### Metal layers overlaid, run 1

Drawn at 3 px/um. Two of the layers only.
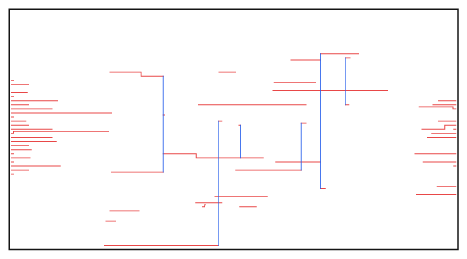
### Placed standard cells, run 1

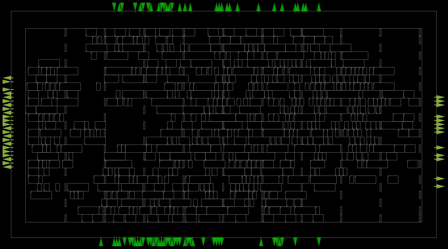
### Nets reached from selected ports, run 1

Drawn at 4 px/um.
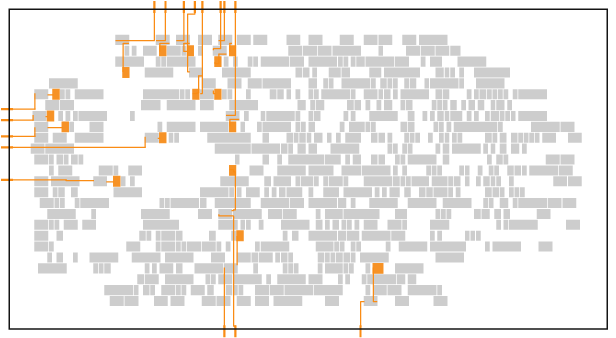
### Sequential cells grouped by signal name, run 1

Drawn at 4 px/um. Other sequential cells in the stronger gray, the rest of the logic in the fainter gray.
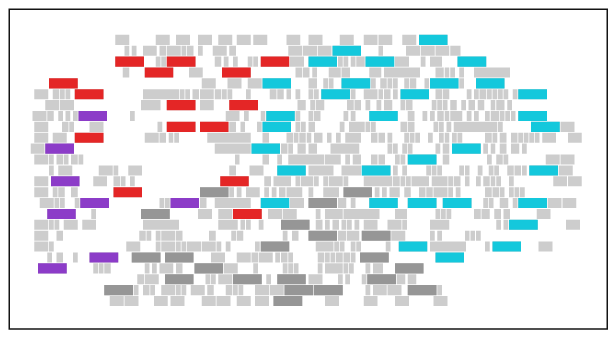
===== src/rtl/nes_bus_pkg.sv =====
// nes_bus_pkg: shared bus-cycle FSM state type and phase-counter width helper
package nes_bus_pkg;

    typedef enum logic {
        IDLE_CYC = 1'b0,
        CMD_CYC  = 1'b1
    } cyc_state_e;

    // Bits needed for a phase counter spanning 0..2*half_period-1.
    function automatic int ph_width(input int half_period);
        return $clog2(2 * half_period);
    endfunction

endpackage


===== src/rtl/nes_irq_sync.sv =====
// nes_irq_sync: two-flop synchroniser for the asynchronous active-low cartridge IRQ
//   clk      : clock
//   rst      : synchronous active-high reset, presets both flops to 1 (IRQ idle)
//   irq      : asynchronous input
//   irq_sync : synchronised copy of irq
module nes_irq_sync (
    input  logic clk,
    input  logic rst,
    input  logic irq,
    output logic irq_sync
);

    logic s1_q;
    logic s2_q;

    always_ff @(posedge clk) begin
        if (rst) begin
            s1_q <= 1'b1;
            s2_q <= 1'b1;
        end else begin
            s1_q <= irq;
            s2_q <= s1_q;
        end
    end

    assign irq_sync = s2_q;

endmodule


===== src/rtl/nes_cpu_bus_master.sv =====
// nes_cpu_bus_master: NES 6502-style cartridge bus master, one command per M2 cycle
//   clk, rst          : clock, synchronous active-high reset
//   cmd_valid/ready   : command handshake, ready only in the last phase of a bus cycle
//   cmd_rw/addr/wdata : command (1 = read), 16-bit address, write data
//   rsp_valid/data    : one-clk completion pulse, read data held until the next read
//   m2, romsel        : phase-2 clock and active-low PRG ROM select
//   cpu_rw/addr       : bus R/W and A14..A0
//   cpu_data_*        : bus write data, driver enable, read data
//   irq, irq_pending  : asynchronous active-low IRQ in, synchronised pending level out
//   cycle_count       : completed bus cycles, wrapping
module nes_cpu_bus_master
    import nes_bus_pkg::*;
#(
    parameter int HALF_PERIOD = 6,
    parameter int CYCLE_CNT_W = 32
) (
    input  logic                   clk,
    input  logic                   rst,
    input  logic                   cmd_valid,
    output logic                   cmd_ready,
    input  logic                   cmd_rw,
    input  logic [15:0]            cmd_addr,
    input  logic [7:0]             cmd_wdata,
    output logic                   rsp_valid,
    output logic [7:0]             rsp_data,
    output logic                   m2,
    output logic                   romsel,
    output logic                   cpu_rw,
    output logic [14:0]            cpu_addr,
    output logic [7:0]             cpu_data_out,
    output logic                   cpu_data_oe,
    input  logic [7:0]             cpu_data_in,
    input  logic                   irq,
    output logic                   irq_pending,
    output logic [CYCLE_CNT_W-1:0] cycle_count
);

    localparam int PH_W = ph_width(HALF_PERIOD);
    localparam logic [PH_W-1:0] PH_LAST = PH_W'(2 * HALF_PERIOD - 1);
    localparam logic [PH_W-1:0] PH_HALF = PH_W'(HALF_PERIOD);
    localparam logic [PH_W-1:0] PH_OE   = PH_W'(HALF_PERIOD / 2);

    cyc_state_e             state_q, state_d;
    logic [PH_W-1:0]        ph_q, ph_d;
    logic                   m2_q, m2_d;
    logic                   romsel_q, romsel_d;
    logic                   a15_q, a15_d;
    logic                   rw_q, rw_d;
    logic [14:0]            addr_q, addr_d;
    logic [7:0]             dout_q, dout_d;
    logic                   oe_q, oe_d;
    logic                   ready_q, ready_d;
    logic                   rsp_valid_q, rsp_valid_d;
    logic [7:0]             rsp_data_q, rsp_data_d;
    logic [CYCLE_CNT_W-1:0] cnt_q, cnt_d;
    logic                   wrap;
    logic                   accept;
    logic                   irq_sync;

    nes_irq_sync u_irq_sync (
        .clk      (clk),
        .rst      (rst),
        .irq      (irq),
        .irq_sync (irq_sync)
    );

    always_ff @(posedge clk) begin
        if (rst) begin
            state_q     <= IDLE_CYC;
            ph_q        <= '0;
            m2_q        <= 1'b0;
            romsel_q    <= 1'b1;
            a15_q       <= 1'b0;
            rw_q        <= 1'b1;
            addr_q      <= '0;
            dout_q      <= '0;
            oe_q        <= 1'b0;
            ready_q     <= 1'b0;
            rsp_valid_q <= 1'b0;
            rsp_data_q  <= '0;
            cnt_q       <= '0;
        end else begin
            state_q     <= state_d;
            ph_q        <= ph_d;
            m2_q        <= m2_d;
            romsel_q    <= romsel_d;
            a15_q       <= a15_d;
            rw_q        <= rw_d;
            addr_q      <= addr_d;
            dout_q      <= dout_d;
            oe_q        <= oe_d;
            ready_q     <= ready_d;
            rsp_valid_q <= rsp_valid_d;
            rsp_data_q  <= rsp_data_d;
            cnt_q       <= cnt_d;
        end
    end

    // Every register is loaded from its next-state value, so outputs line up
    // with ph_q and romsel is a single flop with no decode glitches.
    always_comb begin
        wrap        = ph_q == PH_LAST;
        accept      = cmd_valid & ready_q;
        ph_d        = wrap ? '0 : ph_q + PH_W'(1);
        state_d     = wrap ? (accept ? CMD_CYC : IDLE_CYC) : state_q;
        rw_d        = wrap ? (accept ? cmd_rw : 1'b1) : rw_q;
        // Idle dummy reads keep the old address but never select PRG ROM.
        a15_d       = wrap ? accept & cmd_addr[15] : a15_q;
        addr_d      = accept ? cmd_addr[14:0] : addr_q;
        dout_d      = accept & ~cmd_rw ? cmd_wdata : dout_q;
        m2_d        = ph_d >= PH_HALF;
        romsel_d    = ~(a15_d & m2_d);
        oe_d        = state_d == CMD_CYC && !rw_d && ph_d >= PH_OE;
        ready_d     = ph_d == PH_LAST;
        rsp_valid_d = wrap && state_q == CMD_CYC;
        rsp_data_d  = wrap && state_q == CMD_CYC && rw_q ? cpu_data_in : rsp_data_q;
        cnt_d       = wrap ? cnt_q + CYCLE_CNT_W'(1) : cnt_q;
    end

    assign cmd_ready    = ready_q;
    assign rsp_valid    = rsp_valid_q;
    assign rsp_data     = rsp_data_q;
    assign m2           = m2_q;
    assign romsel       = romsel_q;
    assign cpu_rw       = rw_q;
    assign cpu_addr     = addr_q;
    assign cpu_data_out = dout_q;
    assign cpu_data_oe  = oe_q;
    assign irq_pending  = ~irq_sync;
    assign cycle_count  = cnt_q;

endmodule


===== config.mk =====
export PLATFORM = sky130hd
export DESIGN_NAME = nes_cpu_bus_master
export DESIGN_NICKNAME = d
export VERILOG_FILES = /design/src/rtl/nes_bus_pkg.sv /design/src/rtl/nes_irq_sync.sv /design/src/rtl/nes_cpu_bus_master.sv
export SDC_FILE = /design/constraint.sdc
export NUM_CORES = 1
export LEC_CHECK = 0
export ABC_AREA = 1
export CAP_MARGIN = 10
export CORE_ASPECT_RATIO = 0.5
export CORE_MARGIN = 5
export CORE_UTILIZATION = 35
export DETAILED_ROUTE_END_ITERATION = 8
export GPL_TIMING_DRIVEN = 0
export PLACE_DENSITY = 0.72
export SKIP_CTS_REPAIR_TIMING = 1
export SYNTH_ARGS = -nofsm -noshare
export SYNTH_HDL_FRONTEND = slang
export SYNTH_SLANG_ARGS = --single-unit

===== constraint.sdc =====
create_clock -name clk -period 2.8 [get_ports clk]
set_clock_uncertainty 0.2 [all_clocks]
set_input_delay 0.42 -clock clk [delete_from_list [all_inputs] [get_ports clk]]
set_output_delay 0.42 -clock clk [all_outputs]
set_load 0.1 [all_outputs]

==> out/metrics.yaml, run 1 <==
yosys:
  simple_gate_area_share_pct: 35.0
  synth_adder_area_share_pct: 1.48
  synth.comb.largest_family: "simple AND/OR/NAND/NOR gates"
  ys.flops: 77
  tally_of_yosys_warning_messages: 0
  netlist_top_cells_area: "sky130_fd_sc_hd__dfxtp_1, sky130_fd_sc_hd__nor2_1, sky130_fd_sc_hd__nand2_1"
  postSynthAreaPerCell_um2: 7.23
  synth.yosys.seq_area_share_pct: 45.5
  yosysCellCount: 468
  netlist.area_leader.share_pct: 45.5
  asyncSetResetFlopFracSynth_pct: 0
  edf_count: 0
hold_path:
  timing.hold.worst.start: "u_irq_sync.s1_q"
  whs_endpoint: "u_irq_sync.irq_sync"
  hold_path_depth: 1
global_route:
  grt-ovfl-total: 0
  grtUsageTotal_pct: 16.1
  wire_length_of_the_first_global_routing_pass_um: 15100
  antenna_found_initial: 0
  grt_start_max_net_pins: 13
power:
  vdd.ir_drop.worst_mv: 0.298
final_timing:
  tightest_slew_ns: 1.02
  min_period_over_period_pct: 93.7
  hold_violation_count_in_the_final_report: 0
  worst_max_slew_margin_expressed_relative_to_the_limit_pct: 31.6
  finalCriticalPeriod_ns: 2.62
  maxSlewViolCount: 0
  max_freq_ghz: 0.381
worst_setup_path:
  worstPathRequired_ns: 2.18
  critPathArrivalTime_ns: 2.00
  worst_setup_path_startpoint: "cycle_count[19]"
  setup.worst_path.class: "reg2out"
  critical_path.reg2reg.startpoint: "ph_q[0]"
  timing.critical_path.to_type: "output pin"
  crit_buf_inv: 1
  start_kind: "register"
  r2r_setup_slack_ns: 0.67
  crit_path_cell_trace: "clkdlybuf4s50_1"
floorplanning:
  chip_area_mm2: 0.0119
  number_of_tap_cells_inserted: 135
final_layout:
  area.share.combinational_pct: 32.6
  n_all_inverters: 48
  nonClkBufAreaFrac_pct: 22.3
  drive_above_1_share_pct: 8.14
  signal_buffers: 116
  nMultiInputCombCells: 333
  flops: 77
clocking:
  tritoncts: "done"
  cts-htree-levels: 3
route:
  postRouteAntennaNets: 0
  route.vias.total: 3313
  drt_iter0_markers: 158
run_status:
  result_of_the_run: "completed"
run:
  max_cap_violations: 0
placement:
  finalWeightedCongestion: 0.827
Back to the opening pictures, 'Metal layers overlaid':
[M4] blue | wire length: 161 um
[M3] red | wire length: 632 um

Back to the opening pictures, 'Placed standard cells':
row count: 25
sequential cell area share: 31.1%
utilization of the core after routing: 52.5%
final cell count without fillers: 725

Back to the opening pictures, 'Nets reached from selected ports':
[`cmd_addr`] orange | direction: input | edge: 8 north, 5 west, 3 south | end cells: 16 | buffers: 16 | wire: 332 um

Back to the opening pictures, 'Sequential cells grouped by signal name':
[`cpu_data_out`] purple | flops: 8
[`cpu_addr`] red | flops: 15
[`cycle_count`] cyan | flops: 32
not colored: 22

[run 1: registers in the layout, indices dropped and copies added, names as in the netlist, 4 cells and up]
signal,flops
cpu_addr,15
cycle_count,32
cpu_data_out,8
ph_q,4
rsp_data,8
[run 1: placed cells by master (no fill, tap or decap), drive strengths merged]
cell	synthesis	layout
ha	4	4
nand4	9	9
nand2	77	77
inv	47	47
nand3b	1	1
nor3b	1	1
nor3	5	5
xor2	5	5
clkdlybuf4s50	0	106
nand3	32	32
xnor2	2	2
clkinv	1	2
o21bai	2	2
dfxtp	77	77
a21oi	17	17
buf	2	2
a22oi	1	1
nor2	132	132
clkbuf	8	21
o21ai	43	43
bufinv	0	2
or2	2	2
[run 1: routing by layer]
layer / global-route usage [%] / up-vias / part of all wire (%)
li1: - / 1726 / -
met1: 19.5 / 1494 / 45
met2: 26.9 / 77 / 47
met3: 5.50 / 16 / 6.9
met4: 5.75 / 0 / 1.7
met5: 0 / - / 0
[run 1: metrics by stage]
stage | instances | cell area [um2] | hold slack, ns | worst slack, ns | power, mW
6_report | 725 | 4960 | 0.214 | 0.177 | 2.54
5_1_grt | 725 | 4960 | 0.231 | 0.120 | 2.63
4_1_cts | 725 | 4960 | 0.218 | 0.175 | 2.57
3_5_place_dp | 709 | 4620 | 0.201 | 0.239 | 1.25
3_3_place_gp | 709 | 4620 | 0.194 | 0.207 | 1.25
2_1_floorplan | 468 | 3390 | 0.189 | 0.473 | 1.18
[run 1: report_power, final]
| part | switching (mW) | internal, mW |
|---|---|---|
| clock | 0.442 | 0.876 |
| sequential | 0.00604 | 1.10 |
| combinational | 0.0566 | 0.0625 |
==> run 2, diff against run 1 <==
Settings changed: CTS_CLUSTER_DIAMETER set to 80, CTS_CLUSTER_SIZE set to 16, SKIP_LAST_GASP set to 1.
### Nets reached from selected ports, run 2

Drawn at 4 px/um.
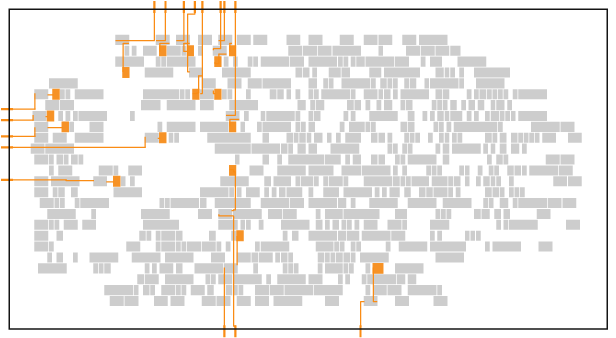
[`cmd_addr`] orange | direction: input | edge: 8 north, 5 west, 3 south | end cells: 16 | buffers: 16 | wire: 332 um

==> run 2 against run 1 <==
Net effect: sequential share of layout area is the same; register-to-register slack is essentially flat; total power is the same; maximum frequency is the same; sequential power is essentially flat; first-iteration DRC count is the same; critical path type unchanged; highest routed layer unchanged; critical endpoint unchanged; synthesized cell count is the same.
==> out/metrics.yaml, run 2 <==
final_timing:
  hold_violation_count_in_the_final_report: 0  # unchanged
  postLayoutSetupSlackWorst_ns: 0.177  # unchanged
  maxSlewViolCount: 0  # unchanged
  finalCriticalPeriod_ns: 2.62  # unchanged
  min_period_over_period_pct: 93.7  # unchanged
  rsz_0062_raised_after_global_routing: "no"
  tightest_slew_ns: 1.02  # unchanged
  worst_max_slew_margin_expressed_relative_to_the_limit_pct: 31.6  # unchanged
  max_freq_ghz: 0.381  # unchanged
global_route:
  grt_start_max_net_pins: 13  # unchanged
  grtUsageTotal_pct: 16.1  # unchanged
  grt-ovfl-total: 0  # unchanged
  wire_length_of_the_first_global_routing_pass_um: 15100  # unchanged
  antenna_found_initial: 0  # unchanged
worst_setup_path:
  timing.critical_path.to_type: "output pin"
  worstPathRequired_ns: 2.18  # about the same
  crit_path_cell_trace: "clkdlybuf4s50_1"
  crit_buf_inv: 1  # unchanged
  start_kind: "register"
  setup.worst_path.class: "reg2out"
  critPathArrivalTime_ns: 2.00  # about the same
  timing.critical_path.max_delay_family: "buffers and inverters"
route:
  number_of_remaining_drc_errors: 0
  postRouteAntennaNets: 0  # unchanged
  via_per_inst: 4.57
  route.vias.total: 3313  # unchanged
  wl_per_cell_um: 12.6
  drt_iter0_markers: 158  # unchanged
final_layout:
  regArea_mm2: 0.00154
  nonClkBufAreaFrac_pct: 22.3  # unchanged
  layout_top_cells_excl_fill_tap: "sky130_fd_sc_hd__nor2_1, sky130_fd_sc_hd__clkdlybuf4s50_1, sky130_fd_sc_hd__dfxtp_1"
  drive_above_1_share_pct: 8.14  # unchanged
  signal_buffers: 116  # unchanged
  seqAreaFraction_pct: 31.1  # unchanged
  largest_class: "combinational gates"
  nMultiInputCombCells: 333  # unchanged
  post_layout_nonfiller_instances: 725  # unchanged
  mostFrequentLayoutCell: "sky130_fd_sc_hd__nor2_1"
  area.share.combinational_pct: 32.6  # unchanged
  flops: 77  # unchanged
  synthToLayoutAreaGrowth_pct: 46.5
  antenna_cells: 0
  n_all_inverters: 48  # unchanged
  flip_flop_count_of_the_largest_register_after_layout: 32  # unchanged
clocking:
  clock_latency_ns: 0.33
  cts.root.buffer_cell: "sky130_fd_sc_hd__clkbuf_16"
  cts-htree-levels: 3  # unchanged
  tritoncts: "done"
placement:
  finalWeightedCongestion: 0.827  # unchanged
  place_worst_setup_slack_ns: 0.239  # unchanged
  placed_cells_incl_taps: 709  # unchanged
yosys:
  edf_count: 0  # unchanged
  syn-num-nets: 509
  asyncSetResetFlopFracSynth_pct: 0  # unchanged
  synth.largest_area_cell: "sky130_fd_sc_hd__dfxtp_1"
  netlist.area_leader.share_pct: 45.5  # unchanged
  yosysChipArea_mm2: 0.00339
  tally_of_yosys_warning_messages: 0  # unchanged
  yosys-top-cells-count: "sky130_fd_sc_hd__nor2_1, sky130_fd_sc_hd__dfxtp_1, sky130_fd_sc_hd__nand2_1, sky130_fd_sc_hd__inv_1, sky130_fd_sc_hd__o21ai_0"
  yosysCellCount: 468  # unchanged
  post_synth_instance_area_mm2: 0.00339
  post_synth_num_cell_types: 30
  ys.flops: 77  # unchanged
  synth.yosys.seq_area_share_pct: 45.5  # unchanged
  netlist_top_cells_area: "sky130_fd_sc_hd__dfxtp_1, sky130_fd_sc_hd__nor2_1, sky130_fd_sc_hd__nand2_1"
  synth_flop_type: "sky130_fd_sc_hd__dfxtp_1"
  postSynthAreaPerCell_um2: 7.23  # unchanged
run_status:
  result_of_the_run: "completed"
floorplanning:
  row_count: 25  # unchanged
  number_of_tap_cells_inserted: 135  # unchanged
  chip_area_mm2: 0.0119  # unchanged
  core_region_area_mm2: 0.00945
power:
  vdd.ir_drop.worst_mv: 0.298  # unchanged
  power.leakage_nw: 1.97
hold_path:
  hold_path_depth: 1  # unchanged
run:
  max_cap_violations: 0  # unchanged
### Sequential cells grouped by signal name, run 2

Drawn at 4 px/um. Other sequential cells in the stronger gray, the rest of the logic in the fainter gray.
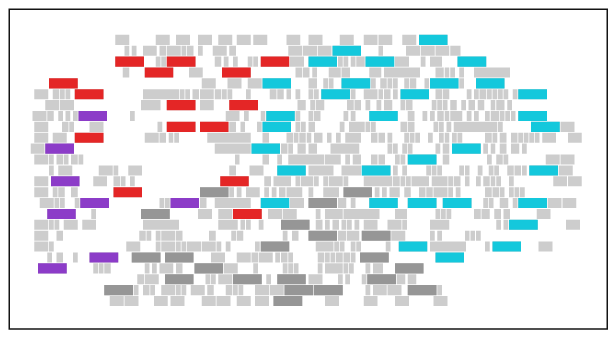
[`cycle_count`] cyan | flops: 32
[`cpu_addr`] red | flops: 15
[`cpu_data_out`] purple | flops: 8
not colored: 22

==> run 2: power by group <==
group	total, mW	leakage (nW)	switching [mW]	internal [mW]
combinational	0.119	1.18	0.0566	0.0625
clock	1.32	0.172	0.442	0.876
sequential	1.11	0.621	0.00604	1.10
total	2.54	1.97	0.504	2.04
==> run 2: cell families (layout without fill, tap and decap cells) <==
family / count (synthesis) / after routing / synth area share, %
adders and majority gates: 4 / 4 / 1.48
buffers and inverters: 58 / 180 / 6.65
AOI/OAI and AO/OA: 63 / 63 / 9.53
DFF: 77 / 77 / 45.5
and+or+nand+nor: 259 / 259 / 35.0
xor gates and xnor gates: 7 / 7 / 1.81
==> run 2: path summary, 6_finish.rpt <==
check / startpoint / to / slack (ns)
max: cycle_count[19] / cycle_count[19] / 0.18
min: u_irq_sync.s1_q / u_irq_sync.irq_sync / 0.21
max reg2reg: ph_q[0] / cycle_count[26] / 0.67
min reg2reg: u_irq_sync.s1_q / u_irq_sync.irq_sync / 0.21
==> run 2: layer usage <==
| layer | wire length, um | global-route usage, % | vias up |
|---|---|---|---|
| li1 | - | - | 1726 |
| met1 | 4110 | 19.5 | 1494 |
| met5 | 0 | 0 | - |
| met2 | 4270 | 26.9 | 77 |
| met4 | 160 | 5.75 | 0 |
| met3 | 632 | 5.50 | 16 |
==> run 2: stage by stage <==
stage / utilization, % / total power, mW / hold WS (ns) / cell area [um2]
2_1_floorplan: - / 1.18 / 0.189 / 3390
3_3_place_gp: 48.9 / 1.25 / 0.194 / 4620
3_5_place_dp: 48.9 / 1.25 / 0.201 / 4620
4_1_cts: 52.5 / 2.57 / 0.218 / 4960
5_1_grt: 52.5 / 2.63 / 0.231 / 4960
6_report: 52.5 / 2.54 / 0.214 / 4960
==> run 3, diff against run 2 <==
Settings changed: GPL_ROUTABILITY_DRIVEN set to 0.
### Sequential cells grouped by signal name, run 3

Drawn at 4 px/um. Other sequential cells in the stronger gray, the rest of the logic in the fainter gray.
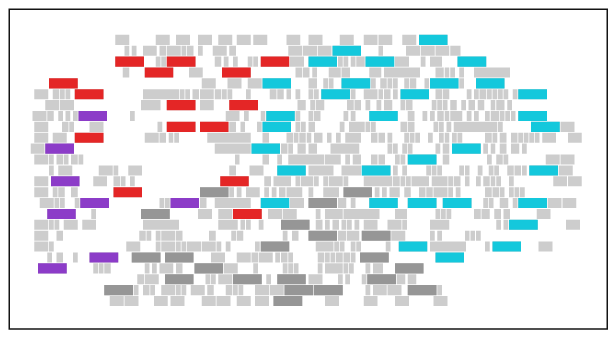
[`cpu_addr`] red | flops: 15
[`cpu_data_out`] purple | flops: 8
[`cycle_count`] cyan | flops: 32

==> run 3 against run 2 <==
Net effect: utilization stayed put; synthesized cell count stayed put; via count stayed put; clock-buffer cell count stayed put; critical path type unchanged; final cell count stayed put; critical endpoint unchanged; register-to-register slack hardly changed; global-route usage stayed put; hold slack stayed put; synthesized area stayed put; clock power hardly changed.
==> out/metrics.yaml, run 3 <==
yosys:
  yosys-top-cells-count: "sky130_fd_sc_hd__nor2_1, sky130_fd_sc_hd__dfxtp_1, sky130_fd_sc_hd__nand2_1, sky130_fd_sc_hd__inv_1, sky130_fd_sc_hd__o21ai_0"
  ys.flops: 77  # unchanged
  synth.yosys.seq_area_share_pct: 45.5  # unchanged
  edf_count: 0  # unchanged
  netlist.area_leader.share_pct: 45.5  # unchanged
  asyncSetResetFlopFracSynth_pct: 0  # unchanged
  post_synth_instance_area_mm2: 0.00339  # unchanged
  postSynthAreaPerCell_um2: 7.23  # unchanged
  synthCells: 468
  netlist_top_cells_area: "sky130_fd_sc_hd__dfxtp_1, sky130_fd_sc_hd__nor2_1, sky130_fd_sc_hd__nand2_1"
  yosysChipArea_mm2: 0.00339  # unchanged
  yosysCellCount: 468  # unchanged
  synth.most_common_cell: "sky130_fd_sc_hd__nor2_1"
  synth.largest_area_cell: "sky130_fd_sc_hd__dfxtp_1"
  syn-num-nets: 509  # unchanged
  tally_of_yosys_warning_messages: 0  # unchanged
  synth_flop_type: "sky130_fd_sc_hd__dfxtp_1"
  post_synth_num_cell_types: 30  # unchanged
placement:
  dp_hpwl_um: 6920
  placed_cells_incl_taps: 709  # unchanged
  placed_area_mm2: 0.00462  # unchanged
  place_worst_setup_slack_ns: 0.239  # unchanged
route:
  wl_per_cell_um: 12.6  # unchanged
  drt_iter0_markers: 158  # unchanged
  postRouteWirelength_um: 9170
  drt_pass1_iterations: 4
  postRouteAntennaNets: 0  # unchanged
  number_of_remaining_drc_errors: 0  # unchanged
  route.vias.total: 3313  # unchanged
  via_per_inst: 4.57  # unchanged
worst_setup_path:
  worst_path_max_delay_cell: "sky130_fd_sc_hd__clkdlybuf4s50_1"
  worstPathRequired_ns: 2.18  # about the same
  crit_buf_inv: 1  # unchanged
  start_kind: "register"
  critPathArrivalTime_ns: 2.00  # about the same
  crit_path_cell_trace: "clkdlybuf4s50_1"
  worst-path-max-fanout: 6
  setup.worst_path.class: "reg2out"
  timing.critical_path.to_type: "output pin"
  timing.critical_path.max_delay_family: "buffers and inverters"
final_timing:
  max_freq_ghz: 0.381  # unchanged
  fin_setup_tns_ns: 0
  fin_worst_hold_slack_ns: 0.214  # unchanged
  rsz_0062_raised_after_global_routing: "no"
  postLayoutSetupSlackWorst_ns: 0.177  # unchanged
  tightest_slew_ns: 1.02  # unchanged
  maxSlewViolCount: 0  # unchanged
  worst_max_slew_margin_expressed_relative_to_the_limit_pct: 31.6  # unchanged
  min_period_over_period_pct: 93.7  # unchanged
  setup_viol_count_final: 0
  hold_violation_count_in_the_final_report: 0  # unchanged
  finalCriticalPeriod_ns: 2.62  # unchanged
clocking:
  tritoncts: "done"
  clock_latency_ns: 0.33  # about the same
  cts-htree-levels: 3  # unchanged
  cts.root.buffer_cell: "sky130_fd_sc_hd__clkbuf_16"
  clkSinkCount: 77
  clockBufferDepth: 2
  worst_setup_hold_path_clk_slew_ns: 0.06
  cts_inserted_buffers: 9
global_route:
  grt-ovfl-total: 0  # unchanged
  vias_in_the_first_global_route: 3121
  grt_start_max_net_pins: 13  # unchanged
  antenna_found_initial: 0  # unchanged
  grtUsageTotal_pct: 16.1  # unchanged
  wire_length_of_the_first_global_routing_pass_um: 15100  # unchanged
final_layout:
  layout_top_cells_excl_fill_tap: "sky130_fd_sc_hd__nor2_1, sky130_fd_sc_hd__clkdlybuf4s50_1, sky130_fd_sc_hd__dfxtp_1"
  flip_flop_count_of_the_largest_register_after_layout: 32  # unchanged
  post_layout_inst_area_mm2: 0.00496  # unchanged
  final_core_utilization_pct: 52.5  # unchanged
  post_layout_nonfiller_instances: 725  # unchanged
  synthToLayoutAreaGrowth_pct: 46.5  # unchanged
  drive_above_1_share_pct: 8.14  # unchanged
  antenna_cells: 0  # unchanged
  mostFrequentLayoutCell: "sky130_fd_sc_hd__nor2_1"
floorplanning:
  floorplan.initialDensity_pct: 35.8
  core_region_area_mm2: 0.00945  # unchanged
  row_count: 25  # unchanged
  die_height_um: 79.5
  x_dimension_of_the_die_um: 149
  io_pins: 107
  chip_area_mm2: 0.0119  # unchanged
hold_path:
  holdCritPathClass: "reg2reg"
power:
  total_power_mw: 2.54  # unchanged
  power.leakage_nw: 1.97  # unchanged
  vdd.ir_drop.worst_mv: 0.298  # unchanged
  power-per-cell-area_mw_per_mm2: 513
run:
  max_cap_violations: 0  # unchanged
run_status:
  result_of_the_run: "completed"
### Nets reached from selected ports, run 3

Drawn at 4 px/um.
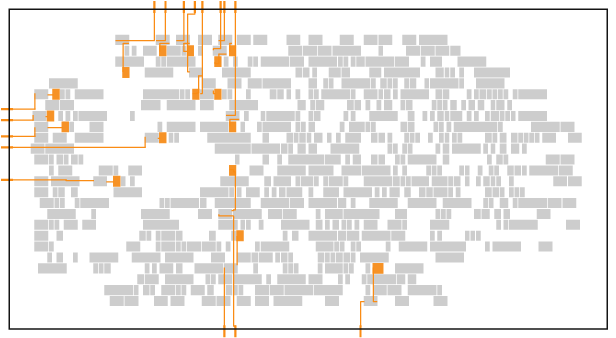
[`cmd_addr`] orange | direction: input | edge: 8 north, 5 west, 3 south | end cells: 16 | buffers: 16 | wire: 332 um

==> run 3: final cells by class <==
cell class	count	area (um2)
Fill cell	934	4490
Multi-Input combinational cell	333	1620
Sequential cell	77	1540
Timing Repair Buffer	106	1060
Clock buffer	13	280
Inverter	48	180
Tap cell	135	169
Clock inverter	3	65.1
Buffer	10	45.0
==> run 3: cells by family (layout without fill, tap and decap cells) <==
group | Yosys count | after routing | synth area share (%)
AND-OR/OR-AND | 63 | 63 | 9.53
XOR/XNOR | 7 | 7 | 1.81
adder cells (fa/ha/maj) | 4 | 4 | 1.48
buffers and inverters | 58 | 180 | 6.65
flip-flops | 77 | 77 | 45.5
AND/OR/NAND/NOR | 259 | 259 | 35.0
==> run 3: where the power goes <==
part,leakage (nW),switching (mW),total (mW),internal (mW)
Combinational,1.18,0.0566,0.119,0.0625
Clock,0.172,0.442,1.32,0.876
Sequential,0.621,0.00604,1.11,1.10
==> run 3: final timing paths <==
kind / start / endpoint / slack [ns] / depth (start not counted)
max reg2reg: ph_q[0] / cycle_count[26] / 0.67 / 8
min reg2reg: u_irq_sync.s1_q / u_irq_sync.irq_sync / 0.21 / 1
max: cycle_count[19] / cycle_count[19] / 0.18 / 1
min: u_irq_sync.s1_q / u_irq_sync.irq_sync / 0.21 / 1
==> run 3: per-layer routing <==
metal | vias up | part of all wire (%) | routed length (um) | GRT usage, %
met5 | - | 0 | 0 | 0
li1 | 1726 | - | - | -
met3 | 16 | 6.9 | 632 | 5.50
met2 | 77 | 47 | 4270 | 26.9
met1 | 1494 | 45 | 4110 | 19.5
met4 | 0 | 1.7 | 160 | 5.75
Power is estimated from default activity; no workload was simulated.
